==> images/met3.png <==
Scale: 3 px per um.
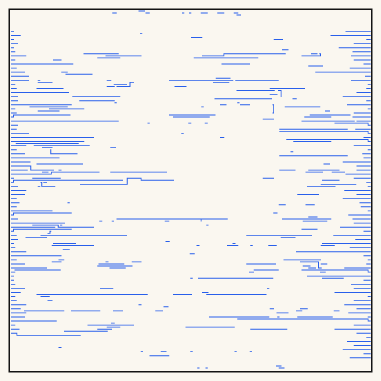
==> images/cell_classes.png <==
Scale: 2 px per um.
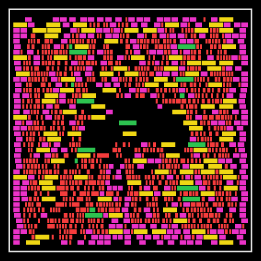
`src/rtl/cdb_arbiter.sv`:
```
// Writeback packet type and the Common Data Bus arbiter: picks up to two of four
// pending writeback requests per cycle in round-robin order and registers them onto the CDB.
package uarch_pkg;
    typedef struct packed {
        logic        is_valid;
        logic        has_exception;
        logic [5:0]  rob_tag;
        logic [6:0]  phys_reg;
        logic [31:0] data;
    } writeback_packet_t;
endpackage

module cdb_arbiter
    import uarch_pkg::*;
(
    input  logic              clk,
    input  logic              rst,
    input  logic              flush,
    input  writeback_packet_t alu_result0,
    input  writeback_packet_t alu_result1,
    input  writeback_packet_t mdu_result,
    input  writeback_packet_t dcache_result,
    output logic              alu_cdb_gnt0,
    output logic              alu_cdb_gnt1,
    output logic              mdu_cdb_gnt,
    output logic              dcache_cdb_gnt,
    output writeback_packet_t cdb_port0,
    output writeback_packet_t cdb_port1
);
    logic [1:0]        rr_ptr;
    writeback_packet_t req_pkt [4];
    logic [3:0]        req_valid;
    logic [3:0]        gnt;
    logic              slot0_hit, slot1_hit;
    logic [1:0]        slot0_idx, slot1_idx;
    logic [1:0]        cand;

    assign req_pkt[0] = alu_result0;
    assign req_pkt[1] = alu_result1;
    assign req_pkt[2] = mdu_result;
    assign req_pkt[3] = dcache_result;

    assign req_valid = {dcache_result.is_valid, mdu_result.is_valid,
                        alu_result1.is_valid, alu_result0.is_valid};

    // Walk the requesters starting at rr_ptr; first hit takes slot 0, second takes slot 1.
    always_comb begin
        slot0_hit = 1'b0;
        slot1_hit = 1'b0;
        slot0_idx = 2'd0;
        slot1_idx = 2'd0;
        cand      = 2'd0;
        for (int k = 0; k < 4; k++) begin
            cand = rr_ptr + k[1:0];
            if (req_valid[cand]) begin
                if (!slot0_hit) begin
                    slot0_hit = 1'b1;
                    slot0_idx = cand;
                end else if (!slot1_hit) begin
                    slot1_hit = 1'b1;
                    slot1_idx = cand;
                end
            end
        end
    end

    always_comb begin
        gnt = 4'b0000;
        if (!rst && !flush) begin
            if (slot0_hit) gnt[slot0_idx] = 1'b1;
            if (slot1_hit) gnt[slot1_idx] = 1'b1;
        end
    end

    assign alu_cdb_gnt0   = gnt[0];
    assign alu_cdb_gnt1   = gnt[1];
    assign mdu_cdb_gnt    = gnt[2];
    assign dcache_cdb_gnt = gnt[3];

    always_ff @(posedge clk) begin
        if (rst) begin
            rr_ptr    <= 2'd0;
            cdb_port0 <= '0;
            cdb_port1 <= '0;
        end else if (flush) begin
            cdb_port0 <= '0;
            cdb_port1 <= '0;
        end else begin
            cdb_port0 <= slot0_hit ? req_pkt[slot0_idx] : '0;
            cdb_port1 <= slot1_hit ? req_pkt[slot1_idx] : '0;
            // Priority moves just past the last requester served this cycle.
            if (slot1_hit)
                rr_ptr <= slot1_idx + 2'd1;
            else if (slot0_hit)
                rr_ptr <= slot0_idx + 2'd1;
        end
    end
endmodule

```
`config.mk`:
```
export PLATFORM = sky130hd
export DESIGN_NAME = cdb_arbiter
export DESIGN_NICKNAME = d
export VERILOG_FILES = /design/src/rtl/cdb_arbiter.sv
export SDC_FILE = /design/constraint.sdc
export NUM_CORES = 1
export LEC_CHECK = 0
export ABC_AREA = 1
export CORE_MARGIN = 1
export CORE_UTILIZATION = 47
export DETAILED_ROUTE_END_ITERATION = 8
export PLACE_DENSITY = 0.88
export SYNTH_ARGS = -nofsm -noshare
export SYNTH_HDL_FRONTEND = slang
export SYNTH_SLANG_ARGS = --single-unit
```
`constraint.sdc`:
```
create_clock -name clk -period 5.2 [get_ports clk]
set_input_delay 1.04 -clock clk [delete_from_list [all_inputs] [get_ports clk]]
set_output_delay 1.04 -clock clk [all_outputs]
set_load 0.03 [all_outputs]
```
==> run summary <==
Figures from the implementation reports.

- The worst hold endpoint reads rr_ptr[1]$_SDFFE_PP0P_.
- The post-synthesis chip area from yosys is 6580 sq um.
- The placement-stage cell area reads 9300 sq um.
- The number of routed nets with antenna violations reads 0.
- The critical path endpoint reads alu_cdb_gnt1.
- Listed in order, past its start point the critical path passes clkdlybuf4s50_1 > inv_1 > nand2_1 > nand3_2 > nand2_2 > inv_2 > nand3_2 > inv_1 > nand2_1 > nand2_1 > or2_2 > o32ai_1 > buf_4.
- After technology mapping, the gate count stands at 1,099.
- The power density over the cells is 824 nW/um^2.
- Setup repair after global routing left no endpoint under its margin.
- The number of inserted diodes is 0.
- Sorting the synthesis cell report by count puts at the top sky130_fd_sc_hd__nand2_1.
- The clock tree from TritonCTS reads done.
- The shortest clock period the worst path allows after layout is 4.50 ns.
- The count of warnings emitted by yosys reads 0.
- According to the timing report, the arrival time at the worst endpoint equals 3.46 ns.
- The number of I/O pins is 289.
- Counting along the longest clock path gives a buffer depth of 2.
- The number of global-route vias before repair is 7,562.
- The maximum clock frequency reads 222 MHz.
- The data required time of the worst path is 4.16 ns.
- The portion of total power attributed to combinational logic is 76.9%.
- The number of buffers added on ports reads 288.
- The power report puts the leakage power at 4.53 nW.
- The total wire length is 23.5 mm.
- Summed over all sequential cells, the power is 1.14 mW.
- The cell count after placement reads 1,499.
- The first global-routing pass estimated 36.4 mm of wire.
- The run finished with clean final reports.
- The most common logic cell in the routed design is sky130_fd_sc_hd__nand2_1.
- The number of cells upsized or downsized after cts reads 0.
- In the layout the commonest cells are 380 x sky130_fd_sc_hd__nand2_1, 284 x sky130_fd_sc_hd__clkdlybuf4s50_1, 150 x sky130_fd_sc_hd__inv_1, 110 x sky130_fd_sc_hd__nand3_1.
- The count of filler cells inserted in the layout is 1,143.
- The transition time of the tightest slew-check pin reads 1.13 ns.
- The worst slack on hold paths is 0.753 ns.
- The growth of design area from synthesis to finish is 45.7%.
- The post-route clock period utilization is 86.6%.
- The register bit total from synthesis reads 96.
- The initial antenna violation count is 0.
- The maximum number of pins on one net before global-route repair reads 96.
- Of the synthesized area, sequential elements account for 29.2%.
- The number of clock buffers inserted by TritonCTS reads 9.
- Counting flops with an async set or reset pin after synthesis yields a share of 0%.
- The critical path starts at dcache_result[46].
## Picture notes: met3.png
nets with wire on the layer: 252
longest straight run: 43.5 um

## Picture notes: cell_classes.png
[all other logic] red | cells: 924 | share of their area: 45%
[other buffers and delay cells] magenta | cells: 303 | share of their area: 32%
[flip-flops] yellow | cells: 96 | share of their area: 21%
[clock drivers and dummy loads] green | cells: 15 | share of their area: 3.1%
standard-cell rows: 42
finished layout cell area: 9590 sq um
share of the core filled with cells: 71.3%
proportion of cell area occupied by registers: 20.0%

area by class of cell:
| type | instances | area (sq um) | share of cell area, % |
|---|---|---|---|
| inverter | 158 | 593 | 6.18 |
| timing repair buffer | 303 | 2990 | 31.1 |
| clock buffer | 9 | 225 | 2.35 |
| sequential | 96 | 1920 | 20.0 |
| tap | 176 | 220 | 2.30 |
| multi-input combinational | 766 | 3580 | 37.4 |
| clock inverter | 6 | 61.3 | 0.639 |
flip-flops by register name (all words and copies together), names as in the netlist:
signal,flops
cdb_port0,47
cdb_port1,47
rr_ptr,2
cell families after synthesis:
family                     Yosys count  share of synthesized area (%)
and+or+nand+nor                    566                           38.7
buffers and inverters              237                           16.5
adders and majority gates            2                          0.380
AOI/OAI and AO/OA                  198                           15.2
DFF                                 96                           29.2
Power and IR drop assume default switching activity.
